<file path="config.mk">
export PLATFORM = sky130hd
export DESIGN_NAME = writeback_sequencer
export DESIGN_NICKNAME = d
export VERILOG_FILES = /design/src/rtl/cvp14_pkg.sv /design/src/rtl/lane_buffer.sv /design/src/rtl/writeback_sequencer.sv
export SDC_FILE = /design/constraint.sdc
export NUM_CORES = 1
export LEC_CHECK = 0
export CAP_MARGIN = 20
export CELL_PAD_IN_SITES_DETAIL_PLACEMENT = 0
export CELL_PAD_IN_SITES_GLOBAL_PLACEMENT = 2
export CORE_MARGIN = 5
export CORE_UTILIZATION = 24
export CTS_BUF_LIST = sky130_fd_sc_hd__clkbuf_2
export DETAILED_ROUTE_END_ITERATION = 12
export PLACE_DENSITY_LB_ADDON = 0.15
export SYNTH_ARGS = -nofsm -noshare
export SYNTH_HDL_FRONTEND = slang
export SYNTH_HIERARCHICAL = 1
export SYNTH_SLANG_ARGS = --single-unit
</file>
<file path="constraint.sdc">
create_clock -name clk -period 2.65 [get_ports clk]
set_clock_uncertainty 0.2 [all_clocks]
set_input_delay 0.265 -clock clk [delete_from_list [all_inputs] [get_ports clk]]
set_output_delay 0.265 -clock clk [all_outputs]
set_load 0.01 [all_outputs]
</file>
<file path="src/rtl/cvp14_pkg.sv">
// Shared definitions for the writeback sequencer: datapath geometry,
// functype op codes and the sequencer state encoding.
package cvp14_pkg;

    localparam int unsigned LANES  = 16;
    localparam int unsigned LANE_W = 16;
    localparam int unsigned ADDR_W = 16;
    localparam int unsigned VEC_W  = LANES * LANE_W;
    localparam int unsigned CNT_W  = $clog2(LANES);

    localparam logic [3:0] VADD = 4'd0;
    localparam logic [3:0] VDOT = 4'd1;
    localparam logic [3:0] SMUL = 4'd2;
    localparam logic [3:0] SST  = 4'd3;
    localparam logic [3:0] VLD  = 4'd4;
    localparam logic [3:0] VST  = 4'd5;
    localparam logic [3:0] SLL  = 4'd6;
    localparam logic [3:0] SLH  = 4'd7;
    localparam logic [3:0] NOP  = 4'd15;

    typedef enum logic [2:0] {
        IDLE,
        SINGLE,
        STORE,
        LOAD,
        LOAD_FIN
    } wb_state_t;

endpackage

</file>
<file path="src/rtl/lane_buffer.sv">
// Lane-organised vector buffer: whole-vector load, per-lane write by index
// (load capture) and per-lane read select (store streaming).
module lane_buffer #(
    parameter int unsigned N_LANES = 16,
    parameter int unsigned W       = 16,
    localparam int unsigned IDX_W  = $clog2(N_LANES)
) (
    input  logic                 clk,
    input  logic                 rst,
    input  logic                 load_all,
    input  logic [N_LANES*W-1:0] load_data,
    input  logic                 lane_we,
    input  logic [IDX_W-1:0]     lane_idx,
    input  logic [W-1:0]         lane_data,
    input  logic [IDX_W-1:0]     sel_idx,
    output logic [W-1:0]         sel_data,
    output logic [N_LANES*W-1:0] q
);

    logic [N_LANES-1:0][W-1:0] lanes_q;

    // Buffer storage; a whole-vector load takes priority over a lane write.
    always_ff @(posedge clk) begin
        if (rst) begin
            lanes_q <= '0;
        end else if (load_all) begin
            lanes_q <= load_data;
        end else if (lane_we) begin
            lanes_q[lane_idx] <= lane_data;
        end
    end

    assign sel_data = lanes_q[sel_idx];
    assign q        = lanes_q;

endmodule

</file>
<file path="src/rtl/writeback_sequencer.sv">
// Writeback sequencer: retires one execute-stage op at a time into the
// vector RF, scalar RF or memory; VLD/VST run as 16 lane transactions.
// Optional build macro: WB_STALL_CNT_EN enables the busy-cycle counter.
module writeback_sequencer
    import cvp14_pkg::*;
(
    input  logic                      clk,
    input  logic                      rst,
    input  logic                      start,
    input  logic [3:0]                functype,
    input  logic [LANES*LANE_W-1:0]   result,
    input  logic [ADDR_W-1:0]         addr,
    input  logic [2:0]                vdst,
    input  logic [2:0]                sdst,
    output logic                      ready,
    output logic                      done,
    output logic                      vwe,
    output logic [2:0]                vwaddr,
    output logic [LANES*LANE_W-1:0]   vwdata,
    output logic                      swe,
    output logic [2:0]                swaddr,
    output logic [LANE_W-1:0]         swdata,
    output logic [ADDR_W-1:0]         mem_addr,
    output logic [LANE_W-1:0]         mem_wdata,
    output logic                      mem_we,
    output logic                      mem_re,
    input  logic [LANE_W-1:0]         mem_rdata,
    output logic [15:0]               stall_cnt
);

    localparam logic [CNT_W-1:0] LAST_LANE = CNT_W'(LANES - 1);

    wb_state_t          state_q, state_d;
    logic [CNT_W-1:0]   cnt_q;
    logic [3:0]         op_q;
    logic [ADDR_W-1:0]  base_q;
    logic [2:0]         vdst_q;
    logic [2:0]         sdst_q;

    logic               accept;
    logic               cap_we;
    logic [CNT_W-1:0]   cap_idx;
    logic [LANE_W-1:0]  sel_data;
    logic [VEC_W-1:0]   buf_q;
    logic [ADDR_W-1:0]  lane_addr;

    assign accept    = (state_q == IDLE) && start;
    assign lane_addr = base_q + ADDR_W'(cnt_q);

    lane_buffer #(
        .N_LANES (LANES),
        .W       (LANE_W)
    ) u_buf (
        .clk       (clk),
        .rst       (rst),
        .load_all  (accept),
        .load_data (result),
        .lane_we   (cap_we),
        .lane_idx  (cap_idx),
        .lane_data (mem_rdata),
        .sel_idx   (cnt_q),
        .sel_data  (sel_data),
        .q         (buf_q)
    );

    // State register, op latch on accept and lane counter.
    always_ff @(posedge clk) begin
        if (rst) begin
            state_q <= IDLE;
            cnt_q   <= '0;
            op_q    <= '0;
            base_q  <= '0;
            vdst_q  <= '0;
            sdst_q  <= '0;
        end else begin
            state_q <= state_d;
            if (accept) begin
                op_q   <= functype;
                base_q <= addr;
                vdst_q <= vdst;
                sdst_q <= sdst;
                cnt_q  <= '0;
            end else if (state_q == STORE || state_q == LOAD) begin
                cnt_q  <= cnt_q + 1'b1;
            end
        end
    end

    // Next-state decode and all datapath outputs from the registered state.
    always_comb begin
        state_d   = state_q;
        ready     = 1'b0;
        done      = 1'b0;
        vwe       = 1'b0;
        vwaddr    = '0;
        vwdata    = '0;
        swe       = 1'b0;
        swaddr    = '0;
        swdata    = '0;
        mem_addr  = '0;
        mem_wdata = '0;
        mem_we    = 1'b0;
        mem_re    = 1'b0;
        cap_we    = 1'b0;
        cap_idx   = '0;

        case (state_q)
            IDLE: begin
                ready = 1'b1;
                if (start) begin
                    case (functype)
                        VST:     state_d = STORE;
                        VLD:     state_d = LOAD;
                        default: state_d = SINGLE;
                    endcase
                end
            end

            SINGLE: begin
                done    = 1'b1;
                state_d = IDLE;
                case (op_q)
                    VADD, SMUL: begin
                        vwe    = 1'b1;
                        vwaddr = vdst_q;
                        vwdata = buf_q;
                    end
                    VDOT, SLL, SLH: begin
                        swe    = 1'b1;
                        swaddr = sdst_q;
                        swdata = buf_q[LANE_W-1:0];
                    end
                    SST: begin
                        mem_we    = 1'b1;
                        mem_addr  = base_q;
                        mem_wdata = buf_q[LANE_W-1:0];
                    end
                    default: ;
                endcase
            end

            STORE: begin
                mem_we    = 1'b1;
                mem_addr  = lane_addr;
                mem_wdata = sel_data;
                if (cnt_q == LAST_LANE) begin
                    done    = 1'b1;
                    state_d = IDLE;
                end
            end

            // Read data trails the read strobe by one cycle, so lane i is
            // captured while lane i+1 is being requested.
            LOAD: begin
                mem_re   = 1'b1;
                mem_addr = lane_addr;
                if (cnt_q != '0) begin
                    cap_we  = 1'b1;
                    cap_idx = cnt_q - 1'b1;
                end
                if (cnt_q == LAST_LANE) begin
                    state_d = LOAD_FIN;
                end
            end

            // The last lane is still on mem_rdata here, so it is forwarded
            // straight into the write data instead of waiting another cycle.
            LOAD_FIN: begin
                vwe     = 1'b1;
                vwaddr  = vdst_q;
                vwdata  = {mem_rdata, buf_q[VEC_W-LANE_W-1:0]};
                done    = 1'b1;
                cap_we  = 1'b1;
                cap_idx = LAST_LANE;
                state_d = IDLE;
            end

            default: state_d = IDLE;
        endcase
    end

`ifdef WB_STALL_CNT_EN
    logic [15:0] stall_q;

    // Busy-cycle counter: counts every clock spent outside IDLE, saturating.
    always_ff @(posedge clk) begin
        if (rst) begin
            stall_q <= '0;
        end else if (state_q != IDLE && stall_q != 16'hFFFF) begin
            stall_q <= stall_q + 16'd1;
        end
    end

    assign stall_cnt = stall_q;
`else
    assign stall_cnt = '0;
`endif

endmodule

</file>
==> GITHUB_STEP_SUMMARY <==
### Metrics collected by this job

| Metric | Value |
|---|---|
| Outcome | `complete, but fails checks` |
| Failing checks | `setup timing` |
| CP Launch Type | `register` |
| # setup viols final | `572` |
| Initial antenna violation count | `9` |
| Final Util | `42.35%` |
| FP Core Util | `24.06%` |
| Simple share | `25.78%` |
| Vias in the first global route | `24230` |
| Synth Area in XOR/XNOR | `0.2890%` |
| Peak per-stage delay on the critical path | `0.55 ns` |
| RSZ-0062 raised after global routing | `yes` |
| Largest cells by area after synthesis | `dfxtp_1 32%, a311oi_1 12%, and2_1 9.2%` |
| CTS Buf Count | `89` |
| Final worst setup slack | `-1.273 ns` |
| GP Congestion | `0.9224` |
| Worst Path Max Fanout | `20` |
| Chip area | `81370 um2` |
| Tot Pwr | `11.97 mW` |
| Max Cap Violations | `0` |
| Ys flop type | `dfxtp_1` |
| Area leader, netlist | `dfxtp_1` |
| Crit path DAT | `3.46 ns` |
| Worst setup EP type | `output port` |
| Hold Vio Cnt, Final | `0` |
| Peak supply drop | `0.2033 mV` |
| DR vias/cell | `5.536` |
| Worst skew pair latency | `1.12 ns` |
| Root buffer cell | `clkbuf_2` |
| Gate Count Post-Synth | `2278` |
| Longest Clk Path Bufs | `3` |
| Sequential-to-total area share from yosys stat | `31.82%` |
| Placed insts | `3788` |
| Slew @ Worst Pin | `0.8880 ns` |
==> final timing paths <==
check                                           endpoint               startpoint  slack, ns  cells after the start
worst max-delay path                         vwdata[234]  state_q[2]$_SDFFE_PP0P_      -1.27                      6
worst min-delay path            u_buf/q[29]$_SDFFE_PP0P_               result[29]       0.10                      4
worst max register to register   u_buf/q[5]$_SDFFE_PP0P_    cnt_q[0]$_SDFFE_PP0N_      -0.52                     15
worst min register to register    vdst_q[0]$_SDFFE_PP0P_   vdst_q[0]$_SDFFE_PP0P_       0.26                      2
==> report_power, final <==
group / internal [mW] / total (mW) / switching (mW)
Sequential: 4.71 / 5.24 / 0.525
Combinational: 1.69 / 3.24 / 1.55
Clock: 1.27 / 3.49 / 2.23
Total: 7.66 / 12.0 / 4.30
==> area by class of cell <==
class,count,area [um2],share of cell area (%)
clock buffers,115,575.6,1.798
repair buffers,1257,12720,39.75
clock inverters,19,112.6,0.3518
flip-flops and latches,289,5798,18.12
multi-input cells,1680,11520,35.98
inverters,9,41.29,0.1290
well taps,978,1224,3.823
diodes,6,15.01,0.04691
==> timing repair <==
action                                  CTS  global route
endpoints found under the setup margin  572           577
hold buffers                            353             0
gates resized                           386           551
endpoints found under the hold margin   289             0
setup buffers                            28            38
cloned                                    7             6
pin swaps                                37            45
==> layer usage <==
| metal | track usage (%) | wire length [um] | vias to the layer above |
|---|---|---|---|
| met5 | 0 | 0 | - |
| met2 | 48.54 | 60840 | 1377 |
| met4 | 10.51 | 4692 | 0 |
| li1 | - | - | 10510 |
| met3 | 6.827 | 11430 | 228 |
| met1 | 37.90 | 51580 | 11980 |
==> flip-flops by register name (all words and copies together), names as in the netlist <==
signal and count:
base_q 16, cnt_q 4, op_q 4, sdst_q 3, state_q 3, u_buf/q 256, vdst_q 3
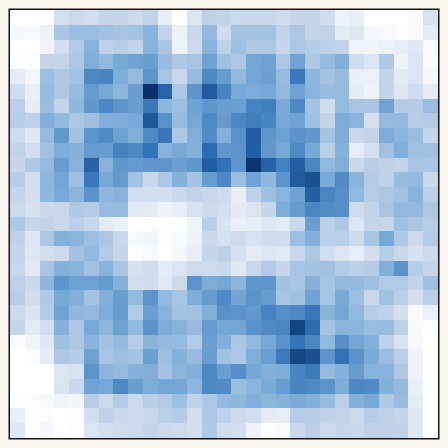
(routed metal per tile)
Scale: 1.5 px per um. 29 x 29 tiles, from white (low) to dark blue (high), scaled to the fullest tile. Values are wire area over tile area, all layers added.
mean over tiles: 0.26
nearly empty tiles: 5.2%
fullest tile: 0.73
tiles over half the peak: 23%

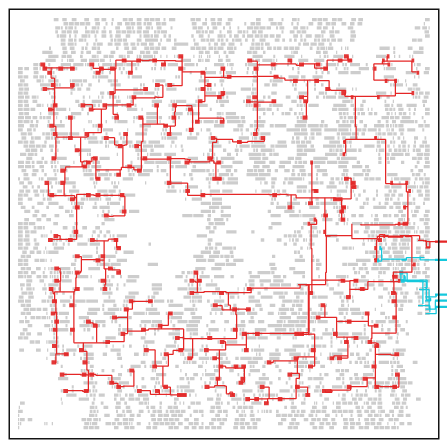
(port wiring)
Scale: 1.5 px per um.
[red] rst | direction: input | edge: right | end cells: 289 | buffers: 8 | wire: 3910 um
[cyan] functype | direction: input | edge: right | end cells: 6 | buffers: 8 | wire: 230 um
IO Pins: 633
IO buf count: 616

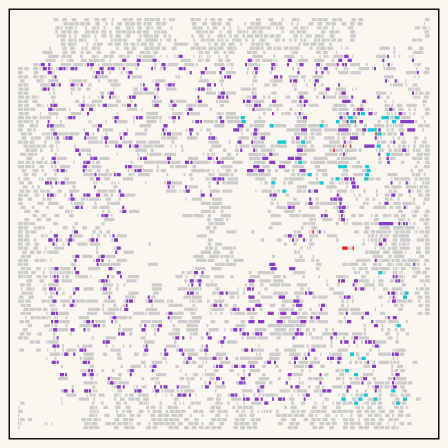
(gate families picked out)
Scale: 1.5 px per um.
[red] inv cells | cells: 9
[cyan] non-inverting ao/oa cells | cells: 44
[purple] aoi and oai cells | cells: 606 | where: spread over the die
fin cells: 4353
Comb area share: 35.98%
Top cell excl fill/tap: dlygate4sd3_1

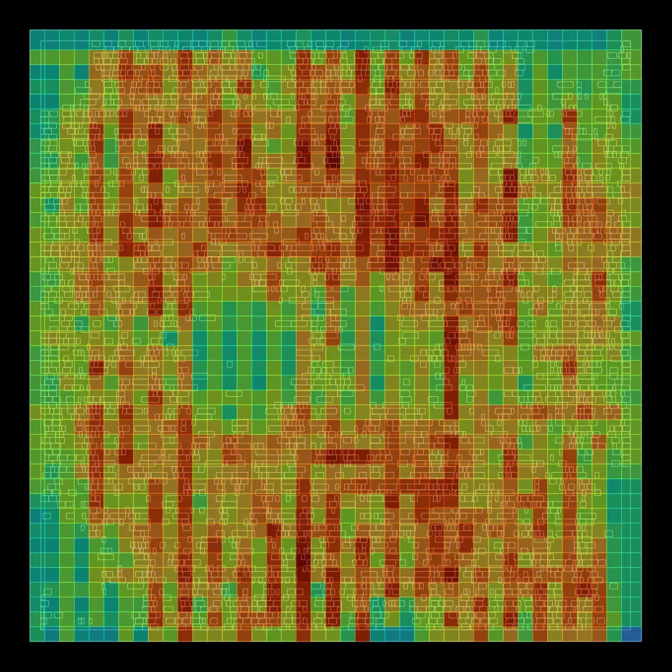
(routing congestion)
met1 Use GR: 37.90%
DR WL/cell: 29.53 um
Overall Global Routing Usage: 29.48%

Power figures rest on the tool's default switching activity, not on a simulated workload.
